<file path="config.mk">
export PLATFORM = sky130hd
export DESIGN_NAME = la_clbcfg4p0
export DESIGN_NICKNAME = d
export VERILOG_FILES = /design/src/rtl/la_clbcfg4p0.sv
export SDC_FILE = /design/constraint.sdc
export NUM_CORES = 1
export LEC_CHECK = 0
export CAP_MARGIN = 10
export CORE_MARGIN = 4
export CORE_UTILIZATION = 29
export DETAILED_ROUTE_END_ITERATION = 8
export GPL_TIMING_DRIVEN = 0
export PLACE_DENSITY = 0.5
export SETUP_SLACK_MARGIN = 0.5
export SYNTH_ARGS = -nofsm -noshare
export SYNTH_HDL_FRONTEND = slang
export SYNTH_SLANG_ARGS = --single-unit
export TNS_END_PERCENT = 30
</file>
<file path="constraint.sdc">
create_clock -name clk -period 3.15 [get_ports clk]
set_input_delay 0.63 -clock clk [delete_from_list [all_inputs] [get_ports clk]]
set_output_delay 0.63 -clock clk [all_outputs]
set_load 0.01 [all_outputs]
</file>
<file path="src/rtl/la_clbcfg4p0.sv">
// Bitstream loader for an N x BLE4P0 CLB: assembles W-bit words into a shadow
// image and commits it atomically to double-buffered config outputs.
module la_clbcfg4p0 #(
  parameter int N = 2,
  parameter int I = 8,
  parameter int K = 4,
  parameter int W = 8
) (
  input  logic                        clk,
  input  logic                        reset,
  input  logic                        start,
  input  logic [W-1:0]                in_data,
  input  logic                        in_valid,
  output logic                        in_ready,
  output logic                        busy,
  output logic                        done,
  output logic                        err,
  output logic [N*16-1:0]             cfglut,
  output logic [N-1:0]                cfgbp,
  output logic [N*K*$clog2(I)-1:0]    cfgin,
  output logic [N*K*$clog2(N)-1:0]    cfgfb,
  output logic [N*K-1:0]              cfgloc
);

  localparam int LW   = N * 16;
  localparam int BW   = N;
  localparam int IW   = N * K * $clog2(I);
  localparam int FW   = N * K * $clog2(N);
  localparam int SW   = N * K;
  localparam int CFGW = LW + BW + IW + FW + SW;
  localparam int NW   = (CFGW + W - 1) / W;
  localparam int SHW  = NW * W;
  localparam int CW   = (NW > 1) ? $clog2(NW) : 1;
  localparam logic [CW-1:0] LAST = CW'(NW - 1);

  typedef enum logic [2:0] {
    IDLE, LOAD, COMMIT, DONE, ERR
  } state_t;

  state_t          state_q, state_d;
  logic [CW-1:0]   cnt_q, cnt_d;
  logic [SHW-1:0]  shadow_q, shadow_d;
  logic [CFGW-1:0] cfg_q, cfg_d;
  logic            pad_ok;

  // Shadow bits past the image are padding and must arrive as zero.
  if (SHW > CFGW) begin : g_pad
    assign pad_ok = ~|shadow_q[SHW-1:CFGW];
  end else begin : g_nopad
    assign pad_ok = 1'b1;
  end

  always_comb begin
    state_d  = state_q;
    cnt_d    = cnt_q;
    shadow_d = shadow_q;
    cfg_d    = cfg_q;
    case (state_q)
      IDLE, DONE, ERR: begin
        if (start) begin
          state_d  = LOAD;
          cnt_d    = '0;
          shadow_d = '0;
        end
      end
      LOAD: begin
        if (start) begin
          cnt_d    = '0;
          shadow_d = '0;
        end else if (in_valid) begin
          shadow_d[cnt_q*W +: W] = in_data;
          if (cnt_q == LAST) state_d = COMMIT;
          else cnt_d = cnt_q + 1'b1;
        end
      end
      COMMIT: begin
        if (pad_ok) begin
          cfg_d   = shadow_q[CFGW-1:0];
          state_d = DONE;
        end else begin
          state_d = ERR;
        end
      end
      default: state_d = IDLE;
    endcase
  end

  always_ff @(posedge clk) begin
    if (reset) begin
      state_q  <= IDLE;
      cnt_q    <= '0;
      shadow_q <= '0;
      cfg_q    <= '0;
    end else begin
      state_q  <= state_d;
      cnt_q    <= cnt_d;
      shadow_q <= shadow_d;
      cfg_q    <= cfg_d;
    end
  end

  assign in_ready = (state_q == LOAD);
  assign busy     = (state_q == LOAD) || (state_q == COMMIT);
  assign done     = (state_q == DONE);
  assign err      = (state_q == ERR);

  assign cfglut = cfg_q[0 +: LW];
  assign cfgbp  = cfg_q[LW +: BW];
  assign cfgin  = cfg_q[LW+BW +: IW];
  assign cfgfb  = cfg_q[LW+BW+IW +: FW];
  assign cfgloc = cfg_q[LW+BW+IW+FW +: SW];

endmodule
</file>
Fig. 1: run 1, floorplan with the power grid
The bar under the picture is 50 um long. Pins as bars on the die edge. Tap cells in grey.
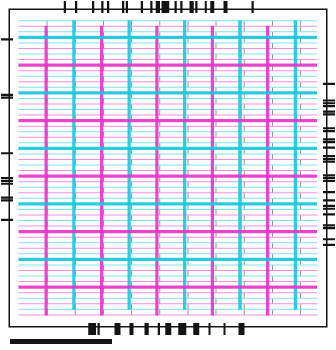
- VDD: cyan
- VSS: magenta
- tap cells: 275
- met4 straps: 10
die span in x: 154.8 um
worst vdd ir: 0.0002588 V
Die H: 154.8 um

Fig. 2: run 1, cell classes on the final placement
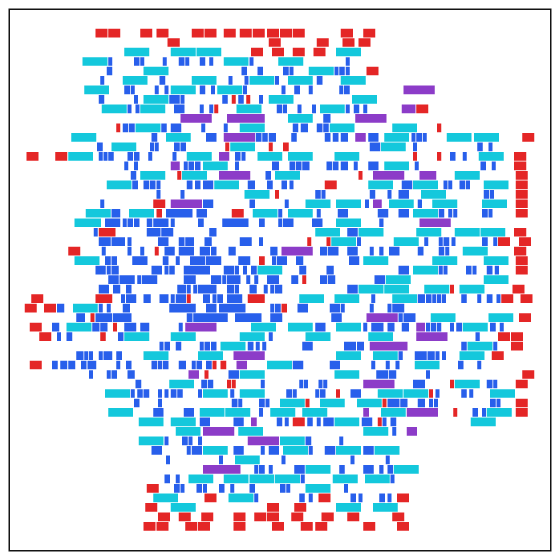
- flops: cyan (cells 161; share of their area 41%)
- combinational and other logic: blue (cells 505; share of their area 37%)
- other buffers and delay cells: red (cells 131; share of their area 14%)
- clock drivers and dummy loads: purple (cells 32; share of their area 7.9%)
post-route cell area: 0.008169 sq mm
Util after Layout: 0.3874

Fig. 3: run 1, clock wires, drivers and flops
The bar under the picture is 50 um long.
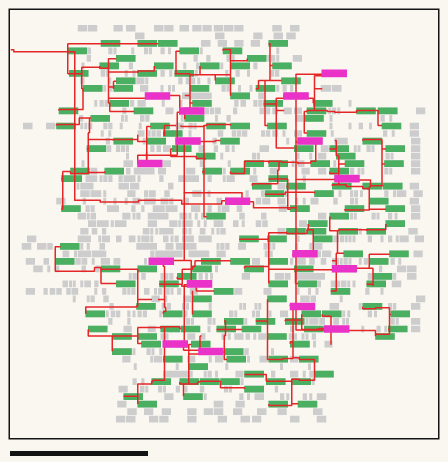
- clock wires: red (length 2040 um)
- clock drivers: magenta (count 17)
- flip-flops: green (count 161)
- routed clock nets: 18
- flops lie: all over the die
Worst Clk Skew: 0.01245 ns
clock network fraction of total power: 0.489

==> run_results.csv, run 1 <==
group,metric,value,unit
sta,hold_slack,0.4534,ns
logic_synthesis,synth_nets,726,
logic_synthesis,ys_sh_aoi,0.1925,
layout,seq_area,0.003224,sq mm
hold_path,holdPathEnd,"cfg_q[33]",
sta,tightest_slew,0.8067,ns
worst_setup_path,cp-end-kind,"flip-flop",
logic_synthesis,edf_count,0,
hold_path,min_path_type,"flip-flop to flip-flop",
global_routing,grt_antenna_before_repair,0,
layout,clkCellAreaFrac,0.07551,
placement,place_ws,0.01531,ns
worst_setup_path,cp_top_family,"AND-OR/OR-AND gates",
logic_synthesis,top_cells_by_count,"188 x nand2_1, 161 x dfxtp_1, 93 x a21oi_1",
worst_setup_path,ff2ff_path_depth,8,
logic_synthesis,syn_inst,708,
logic_synthesis,largest_area_cell,"dfxtp_1",
layout,nClkBuffers,18,
worst_setup_path,reg2reg_from,"cnt_q[0]",
layout,finalNetCount,834,
logic_synthesis,synthAdderAreaFrac,0.01200,
outcome,status,"completed",
logic_synthesis,synth.top_cell.area_share,0.5154,
flow_run,drv_cap,0,
logic_synthesis,synth.distinct_cells,58,
drt,vias_per_cell,4.843,
die,core,0.02109,sq mm
logic_synthesis,mux_share,0.02101,
sta,setup_ws,0.4483,ns
worst_setup_path,cp-start-kind,"input port",
layout,nNonClkBuffers,131,
worst_setup_path,worstPathMaxFanout,10,
worst_setup_path,slowest_delay,0.64,ns
global_routing,grt_max_degree,17,
sta,fin_crit,2.702,ns
logic_synthesis,ys.flops,161,
worst_setup_path,slowest_stage,"o41a_4",
worst_setup_path,cp-startpoint,"in_valid",
logic_synthesis,ys_sh_xor,0.004202,
logic_synthesis,yosys_warnings,0,
-- run 1: sequential cells by signal, indices dropped and copies added (netlist names) --
name,flops
cfg_q,74
state_q,3
cnt_q,4
shadow_q,80
-- run 1: routing by layer --
metal,part of all wire,up-vias,global-route usage
li1,-,2682,-
met1,0.48,2543,0.2143
met2,0.47,104,0.2433
met3,0.036,22,0.03162
met4,0.018,0,0.05509
met5,0,-,0
-- run 1: report_power, final --
part | switching, mW | internal, mW | total [mW]
combinational | 0.156 | 0.0672 | 0.223
sequential | 0.00376 | 2.04 | 2.04
clock | 0.885 | 1.28 | 2.17
-- run 1: repair_timing --
action / in CTS / in global routing
resized: 6 / 11
setup buffers: 0 / 0
endpoints found under the setup margin: 54 / 76
Fig. 4: run 1, routed metal, one colour a layer
The bar under the picture is 50 um long. Only two layers are drawn.
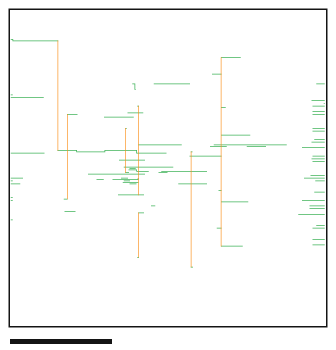

==> run 2, diff against run 1 <==
--- a/config.mk
+++ b/config.mk
@@ -11,7 +11,7 @@
 export DETAILED_ROUTE_END_ITERATION = 8
 export GPL_TIMING_DRIVEN = 0
 export PLACE_DENSITY = 0.5
-export SETUP_SLACK_MARGIN = 0.5
+export SETUP_SLACK_MARGIN = 0.4
 export SYNTH_ARGS = -nofsm -noshare
 export SYNTH_HDL_FRONTEND = slang
 export SYNTH_SLANG_ARGS = --single-unit
==> constraint.sdc (replaced) <==
create_clock -name clk -period 3.15 [get_ports clk]
set_input_delay 0.7875 -clock clk [delete_from_list [all_inputs] [get_ports clk]]
set_output_delay 0.7875 -clock clk [all_outputs]
set_load 0.01 [all_outputs]
Fig. 5: run 2, routed metal, one colour a layer
The bar under the picture is 50 um long. Only two layers are drawn.
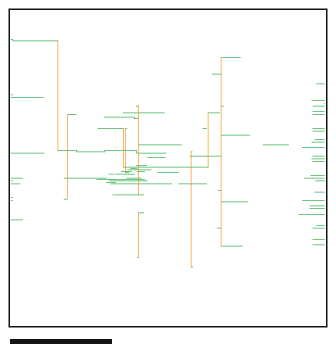
- metal 3: green (wire length 703 um)
- metal 4: orange (wire length 377 um)
Routed WL: 18.42 mm
DR WL/cell: 16.61 um

Fig. 6: run 2, cell classes on the final placement
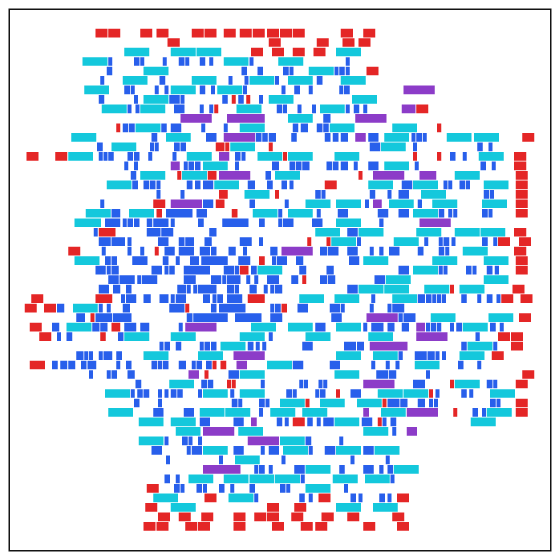
- other buffers and delay cells: red (cells 136; share of their area 14%)
- flops: cyan (cells 161; share of their area 41%)
- combinational and other logic: blue (cells 505; share of their area 37%)
- clock drivers and dummy loads: purple (cells 32; share of their area 7.9%)
Seq area share: 0.3934
row count: 53

Fig. 7: run 2, floorplan with the power grid
The bar under the picture is 50 um long. Pins as bars on the die edge. Tap cells in grey.
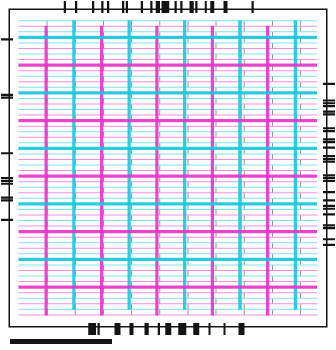
- VSS: magenta
- VDD: cyan
- tap cells: 275
- rows: 53
- signal pins: 90
worst vdd ir: 0.0002593 V
core area: 0.02109 sq mm

==> run 2 against run 1 <==
Compared with the run above:
- critical path depth is 1 lower
- synthesized cell count did not move
- non-clock buffer count grew 5
- global-route usage did not move
- highest routed layer unchanged
- sequential cell count unchanged
- largest power group unchanged
- fmax fell by 3.9%
==> run_results.csv, run 2 <==
group,metric,value,unit
logic_synthesis,ys.flops,161,
power_and_ir_drop,swShare,0.2352,
logic_synthesis,synth.distinct_cells,58,
cts,cts.repair.resized,5,
global_routing,grt_max_degree,17,
layout,nNonClkBuffers,136,
die,die_w,154.8,um
drt,routed-wl-met2,8.524,mm
power_and_ir_drop,p_int,3.390,mW
global_routing,grt_antenna_before_repair,0,
global_routing,gr-usage-met1,0.2143,
power_and_ir_drop,p_seq_frac,0.461,
worst_setup_path,cp-startpoint,"start",
flow_run,drv_cap,0,
sta,hold_slack,0.4535,ns
sta,final.setup_skew,0.01100,ns
outcome,status,"completed",
worst_setup_path,ff2ff_path_depth,6,
placement,place_ws,-0.1422,ns
logic_synthesis,synth_nets,726,
layout,finalNetCount,839,
hold_path,holdPathEnd,"cfg_q[33]",
global_routing,grt_busiest_layer,"met2",
global_routing,grt_use_met2,0.2433,
layout,finish.utilization,0.3886,
hold_path,min_path_type,"flip-flop to flip-flop",
worst_setup_path,slowest_delay,0.65,ns
layout,top_regs,"shadow_q: 80 flops, cfg_q: 74 flops, cnt_q: 4 flops",
logic_synthesis,syn_inst,708,
layout,final_cell_area,0.008195,sq mm
power_and_ir_drop,p_switching,1.043,mW
[run 2: kinds of logic (layout without fill, tap and decap cells)]
group / Yosys count / in the layout / share of synthesized area
AND/OR/NAND/NOR: 290 / 290 / 0.2185
AND-OR/OR-AND: 187 / 187 / 0.1925
flip-flops: 161 / 161 / 0.5154
buffers and inverters: 48 / 174 / 0.03641
multiplexers: 13 / 13 / 0.02101
adder cells (fa/ha/maj): 6 / 6 / 0.01200
XOR/XNOR: 3 / 3 / 0.004202
[run 2: power groups by stage]
stage | sequential, mW | combinational (mW) | clock [mW]
after floorplan | 2.09 | 0.123 | 0
after global placement | 2.09 | 0.218 | 0
after detailed placement | 2.09 | 0.216 | 0
after CTS | 2.04 | 0.219 | 2.21
after global routing | 2.04 | 0.241 | 2.30
final | 2.04 | 0.224 | 2.17
==> run 3, diff against run 2 <==
--- a/config.mk
+++ b/config.mk
@@ -8,6 +8,7 @@
 export CAP_MARGIN = 10
 export CORE_MARGIN = 4
 export CORE_UTILIZATION = 29
+export CTS_CLUSTER_SIZE = 8
 export DETAILED_ROUTE_END_ITERATION = 8
 export GPL_TIMING_DRIVEN = 0
 export PLACE_DENSITY = 0.5
Fig. 8: run 3, cell classes on the final placement
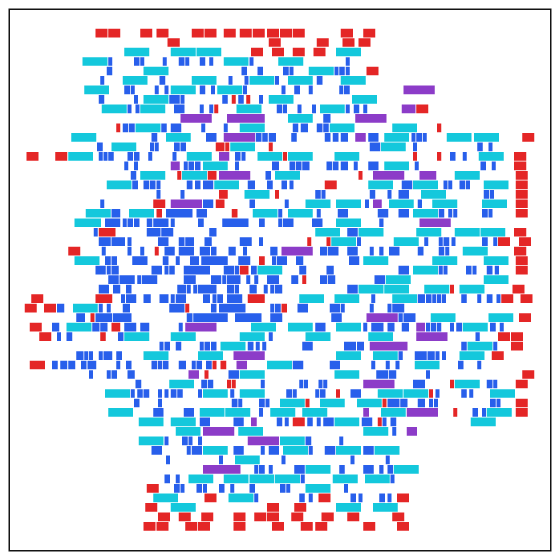
post-route cell area: 0.008195 sq mm
Util after Layout: 0.3886

Fig. 9: run 3, floorplan with the power grid
The bar under the picture is 50 um long. Pins as bars on the die edge. Tap cells in grey.
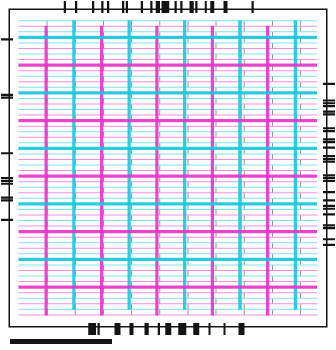
- VSS: magenta
- VDD: cyan
- met4 straps: 10
- met5 straps: 10

==> run 3 against run 2 <==
Compared with the run above:
- routed wire length did not move
- synthesized cell count did not move
- largest cell class unchanged
- sequential power barely moved
- via count did not move
- utilization did not move
- first-iteration DRC count did not move
- global-route usage did not move
- largest power group unchanged
- synthesized area did not move
- critical path depth did not move
- sequential cell count did not move
- critical endpoint unchanged
- design area did not move
- sequential share of layout area did not move
==> run_results.csv, run 3 <==
group,metric,value,unit
outcome,status,"completed",
die,die_w,154.8,um
drt,routed_wl,18.42,mm
logic_synthesis,synth_nets,726,
drt,routed-wl-met2,8.524,mm
hold_path,min_path_type,"flip-flop to flip-flop",
logic_synthesis,ys_sh_xor,0.004202,
flow_run,drv_cap,0,
power_and_ir_drop,comb_power_share,0.051,
logic_synthesis,ys_sh_aoi,0.1925,
sta,setup_ws,0.3384,ns
power_and_ir_drop,powerComb,0.224,mW
layout,largest_reg_flops,80,
worst_setup_path,cp-start-kind,"input port",
placement,place_ws,-0.1422,ns
layout,finalNetCount,839,
logic_synthesis,simple_gate_share,0.2185,
global_routing,gr-usage-met1,0.2143,
logic_synthesis,ys.flops,161,
cts,postCtsSetupBuffers,0,
power_and_ir_drop,power-top-group,"the clock network",
global_routing,grt_max_degree,17,
logic_synthesis,yosys_warnings,0,
logic_synthesis,synth.distinct_cells,58,
drt,wl_met3,703,um
sta,tightest_slew,0.8839,ns
power_and_ir_drop,ir_worst_vdd,0.0002593,V
power_and_ir_drop,p_int,3.390,mW
sta,final.setup_skew,0.01100,ns
power_and_ir_drop,power_clock,2.17,mW
logic_synthesis,topCombFamilyByArea,"simple AND/OR/NAND/NOR gates",
sta,fin_crit,2.812,ns
power_and_ir_drop,p_seq_frac,0.461,
logic_synthesis,top_cells_by_count,"188 x nand2_1, 161 x dfxtp_1, 93 x a21oi_1",
global_routing,grt_antenna_before_repair,0,
global_routing,grt_busiest_layer,"met2",
logic_synthesis,largest_area_cell,"dfxtp_1",
drt,topRoutingLayerUsed,"met4",
worst_setup_path,slowest_delay,0.65,ns
worst_setup_path,worstPathMaxFanout,10,
worst_setup_path,cp-end-kind,"flip-flop",
die,core,0.02109,sq mm
power_and_ir_drop,p_switching,1.043,mW
power_and_ir_drop,pg_seq,2.04,mW
logic_synthesis,syn_inst,708,
global_routing,grt_use_met2,0.2433,
drt,wl_met1,8.818,mm
global_routing,grt_use_met3,0.03162,
die,fp.dieH,154.8,um
logic_synthesis,synth.top_cell.area_share,0.5154,
Fig. 10: run 3, routed metal, one colour a layer
The bar under the picture is 50 um long. Only two layers are drawn.
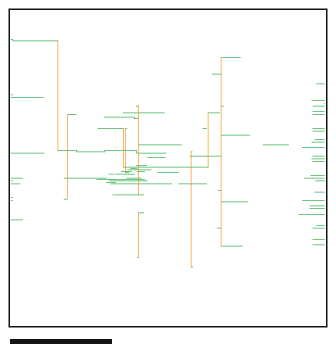
- metal 4: orange (wire length 377 um)
- metal 3: green (wire length 703 um)
GRT Util Overall: 0.1558
vias: 5332

-- run 3: layout make-up --
class	instances	area, sq um	area share
inverter	6	22.52	0.002748
clock inverter	14	177.7	0.02168
clock buffer	18	439.2	0.05359
timing repair buffer	94	930.9	0.1136
tap	275	344.1	0.04198
sequential	161	3224	0.3934
buffer	42	205.2	0.02504
multi-input combinational	499	2851	0.3479
-- run 3: worst paths after layout --
kind | from | end | slack, ns | depth (start not counted)
setup reg to reg | cnt_q[1] | shadow_q[12] | 0.46 | 6
hold / removal | cfg_q[33] | cfg_q[33] | 0.45 | 2
hold reg to reg | cfg_q[33] | cfg_q[33] | 0.45 | 2
setup / recovery | start | shadow_q[12] | 0.34 | 6
Power and IR drop assume default switching activity.
